--- src/rtl/pe_pkg.sv ---
// Shared definitions for the MAC processing element: FSM states, mode
// encodings and saturation bounds derived from the accumulator width.
package pe_pkg;

  typedef enum logic [1:0] {
    ST_IDLE = 2'd0,
    ST_ACC  = 2'd1,
    ST_LOAD = 2'd2
  } state_t;

  localparam logic MODE_UNSIGNED = 1'b0;
  localparam logic MODE_SIGNED   = 1'b1;

  localparam int BOUND_W = 128;

  function automatic logic [BOUND_W-1:0] sat_smax(input int bw);
    return (BOUND_W'(1) << (bw - 1)) - BOUND_W'(1);
  endfunction

  function automatic logic [BOUND_W-1:0] sat_smin(input int bw);
    return BOUND_W'(1) << (bw - 1);
  endfunction

  function automatic logic [BOUND_W-1:0] sat_umax(input int bw);
    return (BOUND_W'(1) << bw) - BOUND_W'(1);
  endfunction

endpackage

--- src/rtl/mac_sat_add.sv ---
// Combinational extend / multiply / accumulate with overflow detection and
// optional clamping; everything is computed in BUS_WIDTH+2 bits.
module mac_sat_add
  import pe_pkg::*;
#(
  parameter int DATA_WIDTH = 8,
  parameter int BUS_WIDTH  = 32,
  parameter int SATURATE   = 1
) (
  input  logic                  signed_mode,
  input  logic [DATA_WIDTH-1:0] a,
  input  logic [DATA_WIDTH-1:0] b,
  input  logic [BUS_WIDTH-1:0]  acc,
  output logic [BUS_WIDTH-1:0]  sum,
  output logic                  ov
);

  localparam int EW = BUS_WIDTH + 2;
  localparam logic [BUS_WIDTH-1:0] SMAX = BUS_WIDTH'(sat_smax(BUS_WIDTH));
  localparam logic [BUS_WIDTH-1:0] SMIN = BUS_WIDTH'(sat_smin(BUS_WIDTH));
  localparam logic [BUS_WIDTH-1:0] UMAX = BUS_WIDTH'(sat_umax(BUS_WIDTH));

  logic [EW-1:0] a_ext;
  logic [EW-1:0] b_ext;
  logic [EW-1:0] acc_ext;
  logic [EW-1:0] prod;
  logic [EW-1:0] total;

  always_comb begin
    if (signed_mode == MODE_SIGNED) begin
      a_ext   = {{(EW-DATA_WIDTH){a[DATA_WIDTH-1]}}, a};
      b_ext   = {{(EW-DATA_WIDTH){b[DATA_WIDTH-1]}}, b};
      acc_ext = {{(EW-BUS_WIDTH){acc[BUS_WIDTH-1]}}, acc};
    end else begin
      a_ext   = {{(EW-DATA_WIDTH){1'b0}}, a};
      b_ext   = {{(EW-DATA_WIDTH){1'b0}}, b};
      acc_ext = {{(EW-BUS_WIDTH){1'b0}}, acc};
    end
    // Low EW bits of the product are exact for both encodings.
    prod  = a_ext * b_ext;
    total = acc_ext + prod;
    sum   = total[BUS_WIDTH-1:0];
    ov    = 1'b0;
    if (signed_mode == MODE_SIGNED) begin
      if (total[EW-1:BUS_WIDTH-1] != {(EW-BUS_WIDTH+1){total[EW-1]}}) begin
        ov = 1'b1;
        if (SATURATE != 0) sum = total[EW-1] ? SMIN : SMAX;
      end
    end else if (total[EW-1:BUS_WIDTH] != '0) begin
      ov = 1'b1;
      if (SATURATE != 0) sum = UMAX;
    end
  end

endmodule

--- src/rtl/pe_mac_flex.sv ---
// Systolic PE: forwards A east and B south, accumulates framed operations and
// hands finished sums to a column drain chain that always wins over local loads.
module pe_mac_flex
  import pe_pkg::*;
#(
  parameter int DATA_WIDTH = 8,
  parameter int BUS_WIDTH  = 32,
  parameter int SATURATE   = 1
) (
  input  logic                  clk_i,
  input  logic                  rst_i,
  input  logic                  clear_i,
  input  logic                  signed_mode_i,
  input  logic                  valid_i,
  input  logic                  last_i,
  input  logic [DATA_WIDTH-1:0] data_A_i,
  input  logic [DATA_WIDTH-1:0] data_B_i,
  output logic [DATA_WIDTH-1:0] data_A_o,
  output logic [DATA_WIDTH-1:0] data_B_o,
  output logic                  valid_o,
  output logic                  last_o,
  input  logic                  shift_i,
  input  logic [BUS_WIDTH-1:0]  shift_data_i,
  input  logic                  shift_valid_i,
  output logic [BUS_WIDTH-1:0]  result_o,
  output logic                  result_valid_o,
  output logic                  result_ov_o,
  output logic                  busy_o,
  output logic                  drop_err_o
);

  state_t               state;
  logic [BUS_WIDTH-1:0] acc;
  logic                 mode;
  logic                 ov;

  logic                 mac_mode;
  logic [BUS_WIDTH-1:0] mac_acc;
  logic [BUS_WIDTH-1:0] mac_sum;
  logic                 mac_ov;

  // The first pair of an operation starts from zero in the mode presented with it.
  assign mac_mode = (state == ST_IDLE) ? signed_mode_i : mode;
  assign mac_acc  = (state == ST_IDLE) ? '0 : acc;
  assign busy_o   = (state == ST_LOAD);

  mac_sat_add #(
    .DATA_WIDTH(DATA_WIDTH),
    .BUS_WIDTH (BUS_WIDTH),
    .SATURATE  (SATURATE)
  ) u_mac (
    .signed_mode(mac_mode),
    .a          (data_A_i),
    .b          (data_B_i),
    .acc        (mac_acc),
    .sum        (mac_sum),
    .ov         (mac_ov)
  );

  always_ff @(posedge clk_i or posedge rst_i) begin
    if (rst_i) begin
      data_A_o <= '0;
      data_B_o <= '0;
      valid_o  <= 1'b0;
      last_o   <= 1'b0;
    end else begin
      data_A_o <= data_A_i;
      data_B_o <= data_B_i;
      valid_o  <= valid_i;
      last_o   <= last_i;
    end
  end

  always_ff @(posedge clk_i or posedge rst_i) begin
    if (rst_i) begin
      state          <= ST_IDLE;
      acc            <= '0;
      mode           <= MODE_UNSIGNED;
      ov             <= 1'b0;
      result_o       <= '0;
      result_valid_o <= 1'b0;
      result_ov_o    <= 1'b0;
      drop_err_o     <= 1'b0;
    end else if (clear_i) begin
      state          <= ST_IDLE;
      acc            <= '0;
      ov             <= 1'b0;
      result_valid_o <= 1'b0;
      result_ov_o    <= 1'b0;
      drop_err_o     <= 1'b0;
    end else begin
      if (shift_i) begin
        result_o       <= shift_data_i;
        result_valid_o <= shift_valid_i;
        result_ov_o    <= 1'b0;
      end
      case (state)
        ST_IDLE: begin
          if (valid_i) begin
            acc   <= mac_sum;
            mode  <= signed_mode_i;
            ov    <= 1'b0;
            state <= last_i ? ST_LOAD : ST_ACC;
          end
        end
        ST_ACC: begin
          if (valid_i) begin
            acc <= mac_sum;
            ov  <= ov | mac_ov;
            if (last_i) state <= ST_LOAD;
          end
        end
        ST_LOAD: begin
          if (valid_i) drop_err_o <= 1'b1;
          if (!shift_i) begin
            result_o       <= acc;
            result_valid_o <= 1'b1;
            result_ov_o    <= ov;
            acc            <= '0;
            state          <= ST_IDLE;
          end
        end
        default: state <= ST_IDLE;
      endcase
    end
  end

endmodule

--- config.mk ---
export PLATFORM = sky130hd
export DESIGN_NAME = pe_mac_flex
export DESIGN_NICKNAME = d
export VERILOG_FILES = /design/src/rtl/pe_pkg.sv /design/src/rtl/mac_sat_add.sv /design/src/rtl/pe_mac_flex.sv
export SDC_FILE = /design/constraint.sdc
export NUM_CORES = 1
export LEC_CHECK = 0
export CAP_MARGIN = 20
export CORE_UTILIZATION = 60
export CTS_BUF_LIST = sky130_fd_sc_hd__clkbuf_4 sky130_fd_sc_hd__clkbuf_8
export DETAILED_ROUTE_END_ITERATION = 8
export HOLD_SLACK_MARGIN = 0.05
export PLACE_DENSITY_LB_ADDON = 0.3
export SYNTH_ARGS = -nofsm -noshare
export SYNTH_HDL_FRONTEND = slang
export SYNTH_HIERARCHICAL = 1
export SYNTH_SLANG_ARGS = --single-unit
--- constraint.sdc ---
create_clock -name clk_i -period 14.25 [get_ports clk_i]
set_clock_uncertainty 0.15 [all_clocks]
set_input_delay 2.1375 -clock clk_i [delete_from_list [all_inputs] [get_ports clk_i]]
set_output_delay 2.1375 -clock clk_i [all_outputs]
set_load 0.1 [all_outputs]
**I/O nets highlighted**

Bar = 50 um.
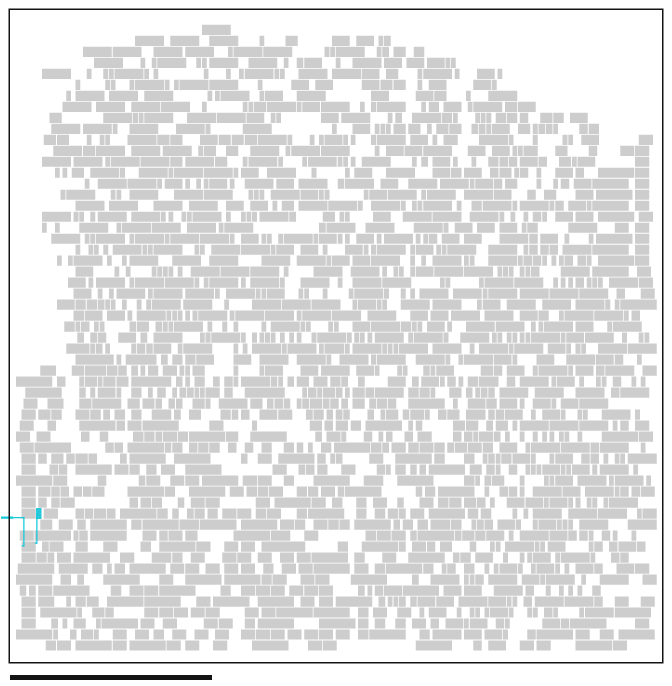
cyan -> shift_valid_i  # bits 1, direction input, edge west, end cells 1, buffers 1, wire 18.0 um
number of top-level design ports: 110
buffers added on ports: 109

**Wire density map**

The die is cut into 32 by 32 equal tiles; dark blue is low, red is high, scaled to the fullest tile. Values are wire area over tile area, all layers added.
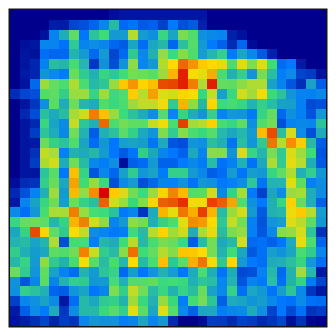
nearly empty tiles = 7.8%
tiles over half the peak = 30%
mean over tiles = 0.23
emptiest ninth of the die = north-east
routed via count: 11,035
total wirelength of the detailed-routed design: 36.70 mm
post-DR wirelength/cell: 18.80 um
GRT Util Overall: 30.31%

**Supply network**

Bar = 50 um. Pins as bars on the die edge. Tap cells in gray.
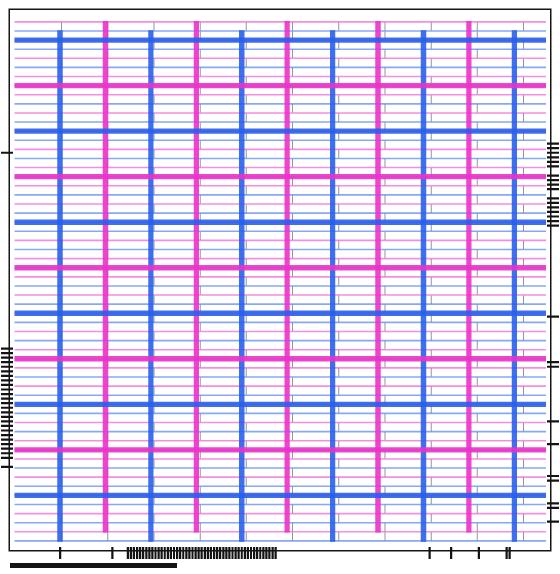
blue -> VSS
magenta -> VDD
signal pins = 110
met1 rails = 58
met5 straps = 11
rows = 57
tap cells = 324
die width: 161.3 um
vertical die dimension: 161.3 um
Core Footprint: 24,600 um2

**Cell placement**

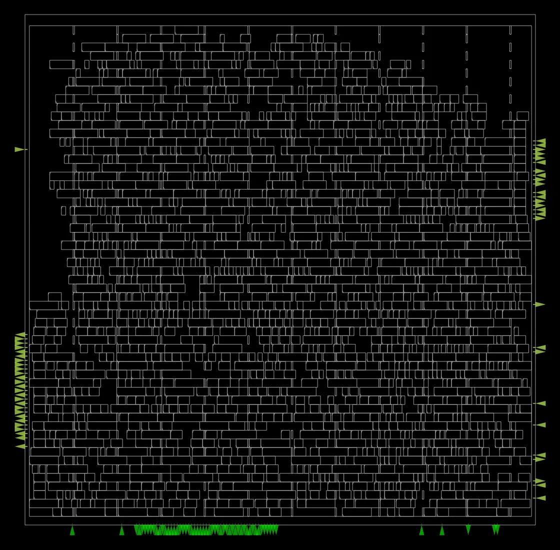
flop count: 89
sequential share of cell area: 13.30%
layout filler cell count: 1,924

==> summary.txt <==
Latest figures from synthesis and place and route.

The chip area is approximately 26,000 um2. The end-of-flow timing check tallies setup violations at 0. The arrival time of data at the critical path endpoint is between 10 and 15 ns. The synthesized netlist handed to floorplanning was reported with a cell count of roughly 1,600.

From synthesis to final layout, the design area changed by 9.991%. Summing the sequential cell areas from Yosys gives roughly 15% of the chip area. The required time of the worst setup path is roughly 14 ns. Summing the areas of all and, or, nand and nor instances in the mapped netlist gives between 10% and 20% of the synthesized area.

In this run the remaining antenna-violating nets after routing total 0. In the CTS report, the clock slew at the register clock pins of the worst setup and hold paths is listed as ~0.090 ns. After synthesis, the design contains about 1,600 cells according to Yosys. The cell with the largest stage delay on the worst path is sky130_fd_sc_hd__fa_1. Summed over all nets, wire length on met3 after detailed routing comes to ~2.4 mm. In the floorplan report the effective utilization is between 60% and 70%. The count of antenna diodes in the layout is 0. The final-layout clock-cell area share is approximately 1.2%. The number of buffers and inverters on the critical path is 7. The cell area after placement is about 17,000 um2.

The final count of hold timing violations is 0. The via count of the first global-routing pass is 11,860.

For the worst reg-to-reg path, the endpoint reported by OpenROAD is acc[19]$_DFFE_PP0P_. The post-synth count of flops with an enable pin is 0. The DRC violation total left in the routed layout is recorded as 0. STA classifies the critical path startpoint as a primary input. Grouping non-sequential cells by family puts the most area in adder cells. The endpoint of the worst setup timing path is acc[19]$_DFFE_PP0P_.

The class of the tightest hold or removal check is reg2reg. In the final layout, the clock buffer count is 11. The largest net degree at the start of global routing is between 70 and 80.

The run finished with clean final reports. The utilization after layout is approximately 68%. The total number of yosys warnings is 6. Looking at the clock tree report, the maximum root-to-sink buffer count equals 2. For this run, the chip area from Yosys synthesis comes to about 15,000 um2. For this run, global-route usage on met3 was measured as around 5.6%.

Signal routing reaches up to met4. Max-slew check failures listed in the final report amount to 0. In the synthesized netlist the async set-or-reset flop fraction comes to 100.0%.

The first-iteration detailed-routing DRC count is about 800. The sequential standard cell area is 2227 um2.

The count of buffers added by post-CTS timing repair for setup is 0. On met1, the global router reports a usage of 39.90%. The share of the final layout cell area in multi-input gates is 66.65%. Buffers inserted during clock tree synthesis total 9. The worst hold endpoint is result_o[26]$_DFFE_PP0N_.
synth_stat cells (2+ instances only):
master	instances	area, um2
sky130_fd_sc_hd__o21bai_1	5	37.54
sky130_fd_sc_hd__a211oi_1	4	30.03
sky130_fd_sc_hd__o21ai_0	36	180.2
sky130_fd_sc_hd__buf_2	14	70.07
sky130_fd_sc_hd__o21a_1	4	30.03
sky130_fd_sc_hd__xor2_1	23	201.4
sky130_fd_sc_hd__nor4_1	3	18.77
sky130_fd_sc_hd__a21o_1	54	405.4
sky130_fd_sc_hd__nand3_1	4	20.02
sky130_fd_sc_hd__nand2_1	58	217.7
sky130_fd_sc_hd__buf_4	2	15.01
sky130_fd_sc_hd__nor2b_1	36	225.2
sky130_fd_sc_hd__nor4bb_1	33	330.3
sky130_fd_sc_hd__nand2b_1	4	25.02
sky130_fd_sc_hd__o31ai_1	4	30.03
sky130_fd_sc_hd__and2_1	54	337.8
sky130_fd_sc_hd__a21oi_1	45	225.2
sky130_fd_sc_hd__clkbuf_2	3	15.01
sky130_fd_sc_hd__o31a_1	3	26.28
sky130_fd_sc_hd__and3_1	9	56.30
sky130_fd_sc_hd__ha_1	149	1864
sky130_fd_sc_hd__nor3_1	11	55.05
sky130_fd_sc_hd__maj3_1	2	20.02
sky130_fd_sc_hd__dfrtp_1	89	2227
sky130_fd_sc_hd__fa_1	270	5405
sky130_fd_sc_hd__buf_6	3	33.78
sky130_fd_sc_hd__clkbuf_1	39	146.4
sky130_fd_sc_hd__a2111oi_4	2	55.05
sky130_fd_sc_hd__o21ai_1	3	15.01
sky130_fd_sc_hd__xnor2_1	35	306.5
sky130_fd_sc_hd__inv_1	415	1558
sky130_fd_sc_hd__o2bb2ai_1	8	70.07
sky130_fd_sc_hd__mux2_2	2	22.52
sky130_fd_sc_hd__a221o_1	24	240.2
sky130_fd_sc_hd__nor3b_1	25	187.7
sky130_fd_sc_hd__a31oi_1	11	68.82
sky130_fd_sc_hd__nor2_1	35	131.4
sky130_fd_sc_hd__nand4_1	3	18.77
sequential cells by signal (all words and copies together), names as in the netlist, 2 cells and up:
| signal | count |
|---|---|
| data_B_o | 8 |
| data_A_o | 8 |
| state | 2 |
| result_o | 32 |
| acc | 32 |
cells in the final DEF (no fill, tap or decap), types with 35 or more instances in the layout:
cell type,count
sky130_fd_sc_hd__nand2_1,58
sky130_fd_sc_hd__clkdlybuf4s50_1,108
sky130_fd_sc_hd__dfrtp_1,89
sky130_fd_sc_hd__o21ai_0,36
sky130_fd_sc_hd__nor2b_1,36
sky130_fd_sc_hd__inv_1,414
sky130_fd_sc_hd__a21oi_1,45
sky130_fd_sc_hd__ha_1,149
sky130_fd_sc_hd__xnor2_1,35
sky130_fd_sc_hd__a21o_1,54
sky130_fd_sc_hd__fa_1,270
sky130_fd_sc_hd__and2_1,54
